Fig. 1: met2 routing
Drawn at 2 px/um.
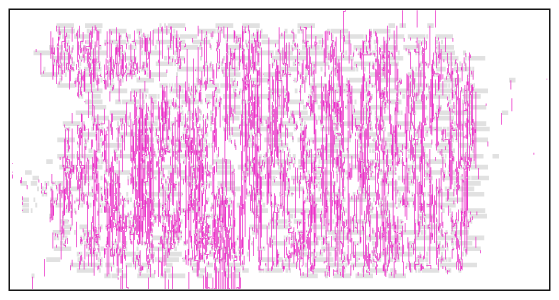
Fig. 2: clock nets
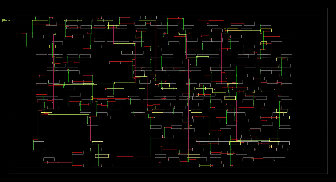
Fig. 3: zoomed window
Window x 192 to 212, y 95 to 115 um. Cells in gray, sequential cells in the stronger gray; small squares are vias.
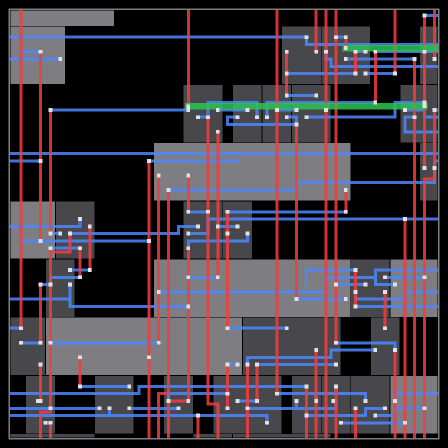
Fig. 4: nets reached from selected ports
Drawn at 2 px/um.
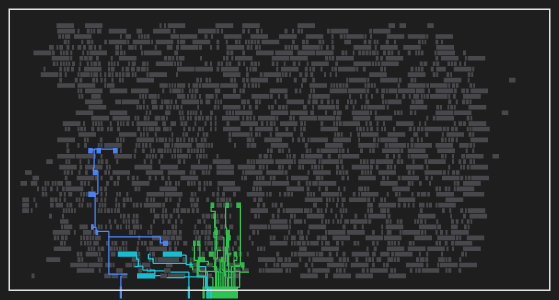
<file path="src/rtl/bulls_cows_engine_if.sv">
`default_nettype none
// ============================================================================
// bulls_cows_engine_if : key/switch inputs and display/score outputs of the
//                        Bulls-and-Cows game engine
// Revision 1.0
// ============================================================================
interface bulls_cows_engine_if #(
  parameter int N_DIGITS  = 4,
  parameter int MAX_TRIES = 5
);
  localparam int SW = $clog2(N_DIGITS + 1);
  localparam int TW = $clog2(MAX_TRIES + 1);

  logic                  confirm_pulse;
  logic                  back_pulse;
  logic                  hist_pulse;
  logic [3:0]            digit_in;
  logic                  digit_valid;
  logic [3:0]            rand_digit;
  logic [4*N_DIGITS-1:0] disp_char;
  logic [2:0]            phase;
  logic [SW-1:0]         res_a;
  logic [SW-1:0]         res_b;
  logic [TW-1:0]         tries_left;
  logic                  score_valid;
  logic                  blink;

  modport master (
    output confirm_pulse, back_pulse, hist_pulse, digit_in, digit_valid, rand_digit,
    input  disp_char, phase, res_a, res_b, tries_left, score_valid, blink
  );

  modport slave (
    input  confirm_pulse, back_pulse, hist_pulse, digit_in, digit_valid, rand_digit,
    output disp_char, phase, res_a, res_b, tries_left, score_valid, blink
  );
endinterface
`default_nettype wire

</file>
<file path="src/rtl/bulls_cows_engine.sv">
`default_nettype none
// ============================================================================
// bulls_cows_engine : N-digit Bulls-and-Cows engine with sequential scoring
//                     and a browsable guess history
// Revision 1.0
// ============================================================================
module bulls_cows_engine #(
  parameter int N_DIGITS  = 4,
  parameter int MAX_TRIES = 5,
  parameter int BLINK_DIV = 25000000
) (
  input  logic                      clk,
  input  logic                      reset_n,
  bulls_cows_engine_if.slave        bus
);
  localparam int PW = $clog2(N_DIGITS);
  localparam int SW = $clog2(N_DIGITS + 1);
  localparam int TW = $clog2(MAX_TRIES + 1);
  localparam int HD = 1 << TW;
  localparam int BW = (BLINK_DIV > 1) ? $clog2(BLINK_DIV) : 1;
  localparam int DW = 4 * N_DIGITS;

  localparam logic [PW-1:0] LAST_POS   = PW'(N_DIGITS - 1);
  localparam logic [TW-1:0] TRIES_INIT = TW'(MAX_TRIES);
  localparam logic [3:0]    C_UNDER    = 4'hC;
  localparam logic [3:0]    C_BLANK    = 4'hF;
  // Patterns are built 8 digits wide and cut down to the configured length
  localparam logic [31:0]   IDLE_FULL  = {16'hFFFF, 16'h1A2B};
  localparam logic [31:0]   WIN_FULL   = {4'(N_DIGITS), 4'hA, 4'h0, 4'hB, 16'hFFFF};
  localparam logic [DW-1:0] IDLE_DISP  = IDLE_FULL[DW-1:0];
  localparam logic [DW-1:0] WIN_DISP   = WIN_FULL[31 -: DW];

  typedef enum logic [2:0] {
    IDLE   = 3'd0,
    SET    = 3'd1,
    GUESS  = 3'd2,
    SCORE  = 3'd3,
    RESULT = 3'd4,
    WIN    = 3'd5,
    LOSE   = 3'd6
  } state_t;

  state_t        state;
  logic [3:0]    target [N_DIGITS];
  logic [3:0]    guess  [N_DIGITS];
  logic [3:0]    hist_g [HD][N_DIGITS];
  logic [SW-1:0] hist_a [HD];
  logic [SW-1:0] hist_b [HD];
  logic [PW-1:0] pos;
  logic [PW-1:0] idx;
  logic [SW-1:0] acc_a;
  logic [SW-1:0] acc_b;
  logic [TW-1:0] wptr;
  logic [TW-1:0] view;
  logic [TW-1:0] tries;
  logic          score_valid_r;
  logic          blink_r;
  logic [BW-1:0] blink_cnt;

  logic [3:0]    cand;
  logic          has_cand;
  logic          dup;
  logic          cand_ok;
  logic          hit;
  logic [SW-1:0] cows;
  logic [SW-1:0] sum_a;
  logic [SW-1:0] sum_b;
  logic [TW-1:0] older;
  logic [DW-1:0] disp;

  always_comb begin
    cand     = bus.digit_in;
    has_cand = bus.digit_valid;
    if (state == SET && !bus.digit_valid) begin
      cand     = bus.rand_digit;
      has_cand = 1'b1;
    end
    dup = 1'b0;
    for (int k = 0; k < N_DIGITS; k++) begin
      if (PW'(k) > pos && ((state == SET) ? target[k] : guess[k]) == cand) dup = 1'b1;
    end
    cand_ok = has_cand && (cand <= 4'd9) && !dup;
  end

  // A position is either a bull or contributes its cow matches, never both
  always_comb begin
    hit  = (guess[idx] == target[idx]);
    cows = '0;
    for (int j = 0; j < N_DIGITS; j++) begin
      if ((PW'(j) != idx) && (guess[idx] == target[j])) cows = cows + SW'(1);
    end
    sum_a = acc_a + (hit ? SW'(1) : SW'(0));
    sum_b = acc_b + (hit ? SW'(0) : cows);
    older = (view == '0) ? (wptr - TW'(1)) : (view - TW'(1));
  end

  always_ff @(posedge clk or negedge reset_n) begin
    if (!reset_n) begin
      state         <= IDLE;
      pos           <= '0;
      idx           <= '0;
      acc_a         <= '0;
      acc_b         <= '0;
      wptr          <= '0;
      view          <= '0;
      tries         <= TRIES_INIT;
      score_valid_r <= 1'b0;
      blink_r       <= 1'b0;
      blink_cnt     <= '0;
      for (int k = 0; k < N_DIGITS; k++) begin
        target[k] <= '0;
        guess[k]  <= '0;
      end
      for (int h = 0; h < HD; h++) begin
        hist_a[h] <= '0;
        hist_b[h] <= '0;
        for (int k = 0; k < N_DIGITS; k++) hist_g[h][k] <= '0;
      end
    end else begin
      score_valid_r <= 1'b0;
      if (blink_cnt == BW'(BLINK_DIV - 1)) begin
        blink_cnt <= '0;
        blink_r   <= ~blink_r;
      end else begin
        blink_cnt <= blink_cnt + BW'(1);
      end

      case (state)
        IDLE: begin
          tries <= TRIES_INIT;
          if (bus.confirm_pulse) begin
            state <= SET;
            pos   <= LAST_POS;
          end
        end
        SET, GUESS: begin
          if (bus.confirm_pulse) begin
            if (cand_ok) begin
              if (state == SET) target[pos] <= cand;
              else              guess[pos]  <= cand;
              if (pos != '0) begin
                pos <= pos - PW'(1);
              end else if (state == SET) begin
                state <= GUESS;
                pos   <= LAST_POS;
              end else begin
                state <= SCORE;
                idx   <= '0;
                acc_a <= '0;
                acc_b <= '0;
              end
            end
          end else if (bus.back_pulse && pos != LAST_POS) begin
            pos <= pos + PW'(1);
          end
        end
        SCORE: begin
          if (idx == LAST_POS) begin
            for (int k = 0; k < N_DIGITS; k++) hist_g[wptr][k] <= guess[k];
            hist_a[wptr]  <= sum_a;
            hist_b[wptr]  <= sum_b;
            view          <= wptr;
            wptr          <= wptr + TW'(1);
            tries         <= tries - TW'(1);
            score_valid_r <= 1'b1;
            if (sum_a == SW'(N_DIGITS))  state <= WIN;
            else if (tries == TW'(1))    state <= LOSE;
            else                         state <= RESULT;
          end else begin
            idx   <= idx + PW'(1);
            acc_a <= sum_a;
            acc_b <= sum_b;
          end
        end
        RESULT: begin
          if (bus.confirm_pulse) begin
            state <= GUESS;
            pos   <= LAST_POS;
            view  <= '0;
          end else if (bus.hist_pulse) begin
            view <= older;
          end
        end
        WIN, LOSE: begin
          if (bus.hist_pulse) view <= older;
        end
        default: state <= IDLE;
      endcase
    end
  end

  always_comb begin
    disp = '1;
    case (state)
      IDLE: disp = IDLE_DISP;
      WIN:  disp = WIN_DISP;
      default: begin
        for (int i = 0; i < N_DIGITS; i++) begin
          if (state == SCORE)        disp[4*i +: 4] = guess[i];
          else if (state == RESULT)  disp[4*i +: 4] = hist_g[view][i];
          else if (state == LOSE)    disp[4*i +: 4] = target[i];
          else if (PW'(i) > pos)     disp[4*i +: 4] = (state == SET) ? target[i] : guess[i];
          else if (PW'(i) == pos)    disp[4*i +: 4] = blink_r ? (has_cand ? cand : C_UNDER) : C_BLANK;
          else                       disp[4*i +: 4] = C_UNDER;
        end
      end
    endcase
  end

  assign bus.disp_char   = disp;
  assign bus.phase       = state;
  assign bus.res_a       = hist_a[view];
  assign bus.res_b       = hist_b[view];
  assign bus.tries_left  = tries;
  assign bus.score_valid = score_valid_r;
  assign bus.blink       = blink_r;
endmodule
`default_nettype wire

</file>
<file path="src/flat_wrapper.sv">
// flat-port wrapper written by rule: the top's interface ports become plain ports
module bulls_cows_engine_flat 
#(
  parameter int N_DIGITS  = 4,
  parameter int MAX_TRIES = 5,
  parameter int BLINK_DIV = 25000000
)
  (clk, reset_n, bus_confirm_pulse, bus_back_pulse, bus_hist_pulse, bus_digit_in, bus_digit_valid, bus_rand_digit, bus_disp_char, bus_phase, bus_res_a, bus_res_b, bus_tries_left, bus_score_valid, bus_blink);
  bulls_cows_engine_if #(.N_DIGITS(N_DIGITS), .MAX_TRIES(MAX_TRIES)) bus_i ();
  input  logic clk;
  input  logic reset_n;
  input wire logic [$bits(bus_i.confirm_pulse)-1:0] bus_confirm_pulse;
  input wire logic [$bits(bus_i.back_pulse)-1:0] bus_back_pulse;
  input wire logic [$bits(bus_i.hist_pulse)-1:0] bus_hist_pulse;
  input wire logic [$bits(bus_i.digit_in)-1:0] bus_digit_in;
  input wire logic [$bits(bus_i.digit_valid)-1:0] bus_digit_valid;
  input wire logic [$bits(bus_i.rand_digit)-1:0] bus_rand_digit;
  output wire logic [$bits(bus_i.disp_char)-1:0] bus_disp_char;
  output wire logic [$bits(bus_i.phase)-1:0] bus_phase;
  output wire logic [$bits(bus_i.res_a)-1:0] bus_res_a;
  output wire logic [$bits(bus_i.res_b)-1:0] bus_res_b;
  output wire logic [$bits(bus_i.tries_left)-1:0] bus_tries_left;
  output wire logic [$bits(bus_i.score_valid)-1:0] bus_score_valid;
  output wire logic [$bits(bus_i.blink)-1:0] bus_blink;
  assign bus_i.confirm_pulse = bus_confirm_pulse;
  assign bus_i.back_pulse = bus_back_pulse;
  assign bus_i.hist_pulse = bus_hist_pulse;
  assign bus_i.digit_in = bus_digit_in;
  assign bus_i.digit_valid = bus_digit_valid;
  assign bus_i.rand_digit = bus_rand_digit;
  assign bus_disp_char = bus_i.disp_char;
  assign bus_phase = bus_i.phase;
  assign bus_res_a = bus_i.res_a;
  assign bus_res_b = bus_i.res_b;
  assign bus_tries_left = bus_i.tries_left;
  assign bus_score_valid = bus_i.score_valid;
  assign bus_blink = bus_i.blink;
  bulls_cows_engine #(.N_DIGITS(N_DIGITS), .MAX_TRIES(MAX_TRIES), .BLINK_DIV(BLINK_DIV)) u_core (.clk(clk), .reset_n(reset_n), .bus(bus_i));
endmodule
</file>
<file path="config.mk">
export PLATFORM = sky130hd
export DESIGN_NAME = bulls_cows_engine_flat
export DESIGN_NICKNAME = d
export VERILOG_FILES = /design/src/rtl/bulls_cows_engine_if.sv /design/src/rtl/bulls_cows_engine.sv /design/src/flat_wrapper.sv
export SDC_FILE = /design/constraint.sdc
export NUM_CORES = 1
export LEC_CHECK = 0
export ABC_AREA = 1
export CAP_MARGIN = 5
export CORE_ASPECT_RATIO = 0.5
export CORE_MARGIN = 5
export CORE_UTILIZATION = 41
export CTS_CLUSTER_DIAMETER = 80
export DETAILED_ROUTE_END_ITERATION = 10
export MAX_ROUTING_LAYER = met4
export RECOVER_POWER = 100
export SKIP_LAST_GASP = 1
export SLEW_MARGIN = 20
export SYNTH_ARGS = -nofsm -noshare
export SYNTH_HDL_FRONTEND = slang
export SYNTH_SLANG_ARGS = --single-unit
</file>
<file path="constraint.sdc">
create_clock -name clk -period 7.99 [get_ports clk]
set_clock_uncertainty 0.15 [all_clocks]
set_input_delay 1.9975 -clock clk [delete_from_list [all_inputs] [get_ports clk]]
set_output_delay 1.9975 -clock clk [all_outputs]
set_load 0.02 [all_outputs]
</file>
==> results.py <==
# Auto-generated metrics
metrics = {
    "detailed_routing": {
        "drc": 0,
        "dr.first_iter.drc_count": 1230,
        "routedWlPerCell_um": 19.1,
        "via_per_inst": 5.45,
    },
    "cells_and_area": {
        "lay_top_cells": "492 x nand2_1, 307 x o21ai_0, 255 x dfrtp_1",
        "syn2layout_area_growth_pct": 11.2,
        "fill_cells": 3362,
        "lay_top_count": "nand2_1",
        "logic_area_mm2": 0.00623,
        "postLayoutCoreUtil_pct": 46.4,
        "nNetsFinal": 1855,
    },
    "global_routing": {
        "grt.overflow.total": 0,
        "grt_pass1_wl_um": 68900,
        "antenna_found_initial": 1,
    },
    "yosys": {
        "fp_nets": 1855,
        "mux_share_pct": 0.0816,
        "ys_types": 53,
        "syn-instance-count": 1821,
        "ff_type": "dfrtp_1",
        "synth_xor_xnor_area_share_pct": 1.65,
        "netlist_area_mm2": 0.0138,
        "yosys_cells": 1821,
        "ys_seq_share_pct": 46.6,
        "edf_count": 0,
        "yosys_area_mm2": 0.0138,
        "synth-simple-area-share_pct": 23.9,
        "synth_warnings": 0,
    },
    "power_and_ir_drop": {
        "p_leak_nw": 7.07,
        "power_density_mw_per_mm2": 377,
        "ir_drop_mv": 0.178,
        "design_power_total_w": 0.00579,
    },
    "placed_design": {
        "hpwl_um": 29200,
    },
    "hold_path": {
        "hp-start": "u_core.blink_cnt[0]$_DFF_PN0_",
        "hold_path.class": "flip-flop to flip-flop",
    },
    "clocking": {
        "cts_sinks": 257,
        "hold_buffers": 0,
        "worstSkewPairLatency_ns": 0.56,
        "cts_tree": "yes",
        "h-tree-depth": 1,
        "post_cts_resized": 0,
        "cts-root-buf": "clkbuf_16",
    },
    "floorplanning": {
        "die_w_um": 269,
        "die-area_mm2": 0.0377,
        "row_count": 47,
        "die_h_um": 140,
        "fp_util_pct": 41.7,
        "core_mm2": 0.0331,
    },
    "worst_setup_path": {
        "worstPathMaxFanout": 48,
        "crit_type": "flip-flop to output pin",
        "required_ns": 5.84,
        "critPathLaunch": "u_core.view[0]$_DFFE_PN0P_",
    },
    "final_timing": {
        "max_slew.worst_pin.slew_ns": 3.14,
        "setup_viol": 0,
        "slew_violations": 329,
        "max_freq_ghz": 0.136,
        "whs_ns": 0.307,
        "relSlewSlack_pct": -109,
        "final.setup.tns_ns": 0,
        "min_period_ns": 7.34,
        "finalHoldViolCount": 0,
    },
    "status": {
        "status": "finished, violations left",
        "violations": "max-capacitance violations, max-slew violations",
    },
    "job": {
        "cap_viol_max_count": 7,
    },
}
## Picture notes: Fig. 1
share of all routed wire: 41%
nets with wire on the layer: 1364
longest straight run: 77.3 um
via count of the routed design: 12.4k
met2 Track Usage GR: 33.2%
final wirelength: 43700 um

## Picture notes: Fig. 2
Num CTS Buffers: 26
clock buf count: 36

## Picture notes: Fig. 3
| color | layer |
|---|---|
| blue | M1 |
| red | M2 |
| green | M3 |
sequential cells in the window: 3
most frequent: o21ai_0 (8), nand2_1 (6), dfrtp_1 (3)
cells with their middle in the window: 24
netlist names of flops here include: `u_core.acc_a` (2), `u_core.hist_b` (1)

## Picture notes: Fig. 4
| color | port | bits | direction | edge | end cells | wire |
|---|---|---|---|---|---|---|
| green | `bus_disp_char` | 16 | output | bottom | 16 | 443 um |
| blue | `bus_confirm_pulse` | 1 | input | bottom | 8 | 137 um |
| cyan | `bus_tries_left` | 3 | output | bottom | 3 | 127 um |
Port Buf Inserts: 43
I/O pin count: 44

==> per-stage QoR <==
| step | cells | area [um2] | setup WS, ns |
|---|---|---|---|
| floorplan | 1821 | 13800 | 2.27 |
| global placement | 2234 | 14600 | 1.08 |
| detailed placement | 2234 | 14600 | 1.09 |
| CTS | 2282 | 15500 | 1.09 |
| global route | 2283 | 15400 | 0.446 |
| finish | 2283 | 15400 | 0.648 |
==> cells in the mapped netlist (6+ instances only) <==
library cell / n / share of area [%]
xor2_1: 20 / 1.3
o211ai_1: 16 / 0.87
dfrtp_1: 255 / 46
o21ai_1: 28 / 1.0
nand4_1: 15 / 0.68
ha_1: 19 / 1.7
buf_2: 8 / 0.29
a22oi_1: 7 / 0.38
xnor2_1: 6 / 0.38
inv_1: 169 / 4.6
nor4_1: 7 / 0.32
o221ai_1: 7 / 0.44
a31oi_1: 16 / 0.73
nand2_2: 7 / 0.32
o21ai_0: 288 / 10
nand2_1: 488 / 13
o22ai_1: 10 / 0.45
nand3_1: 99 / 3.6
a21oi_1: 79 / 2.9
inv_2: 9 / 0.24
nor2_1: 119 / 3.2
nor3_1: 18 / 0.65
clkbuf_1: 71 / 1.9
==> flip-flops by register name (all words and copies together) (netlist names), 16 cells and up <==
| name | count |
|---|---|
| u_core.hist_a | 24 |
| u_core.guess | 16 |
| u_core.blink_cnt | 25 |
| u_core.hist_g | 128 |
| u_core.target | 16 |
| u_core.hist_b | 24 |
==> routing by layer <==
| metal | share of wire [%] | global-route usage [%] | vias up |
|---|---|---|---|
| li1 | - | - | 6014 |
| met1 | 48 | 34.1 | 5920 |
| met2 | 41 | 33.2 | 425 |
| met3 | 8.3 | 5.56 | 85 |
| met4 | 3.1 | 6.47 | 0 |
| met5 | 0 | - | - |
==> cell type report <==
cell class                 instances  share of cell area, %
timing repair buffer              59                   3.46
clock buffer                      36                   4.81
tap                              441                   3.59
multi-input combinational       1294                   40.6
antenna                            1                 0.0163
clock inverter                    12                   1.14
inverter                         183                   4.48
sequential                       257                   41.9
==> worst paths after layout <==
kind | endpoint | slack [ns]
max | bus_disp_char[1] | 0.65
min | u_core.blink_cnt[0]$_DFF_PN0_ | 0.31
max reg2reg | u_core.hist_g[118]$_DFFE_PN0P_ | 0.99
min reg2reg | u_core.blink_cnt[0]$_DFF_PN0_ | 0.31
max in group asynchronous | u_core.hist_g[117]$_DFFE_PN0P_ | 3.55
min in group asynchronous | u_core.pos[0]$_DFFE_PN0P_ | 2.26
==> critical path: stages (launching register included) <==
cell	delay (ns)
dfrtp_1	0.77
inv_1	1.31
buf_4	0.59
a21oi_1	0.11
o21ai_0	0.09
o21ai_0	0.11
o21ai_0	0.61
nor2_1	0.10
a21oi_1	0.14
o21ai_0	0.09
dlygate4sd3_1	0.70
==> report_power, final <==
part | switching (W) | internal (W) | total, W
Clock | 0.000541 | 0.000777 | 0.00132
Sequential | 0.000264 | 0.00146 | 0.00173
Combinational | 0.00191 | 0.000835 | 0.00274
Total | 0.00271 | 0.00307 | 0.00579
==> kinds of logic after synthesis <==
group / after synthesis
xor gates and xnor gates: 26
adders and majority gates: 20
buffers and inverters: 270
DFF: 257
AOI/OAI and AO/OA: 470
muxes: 1
and+or+nand+nor: 777
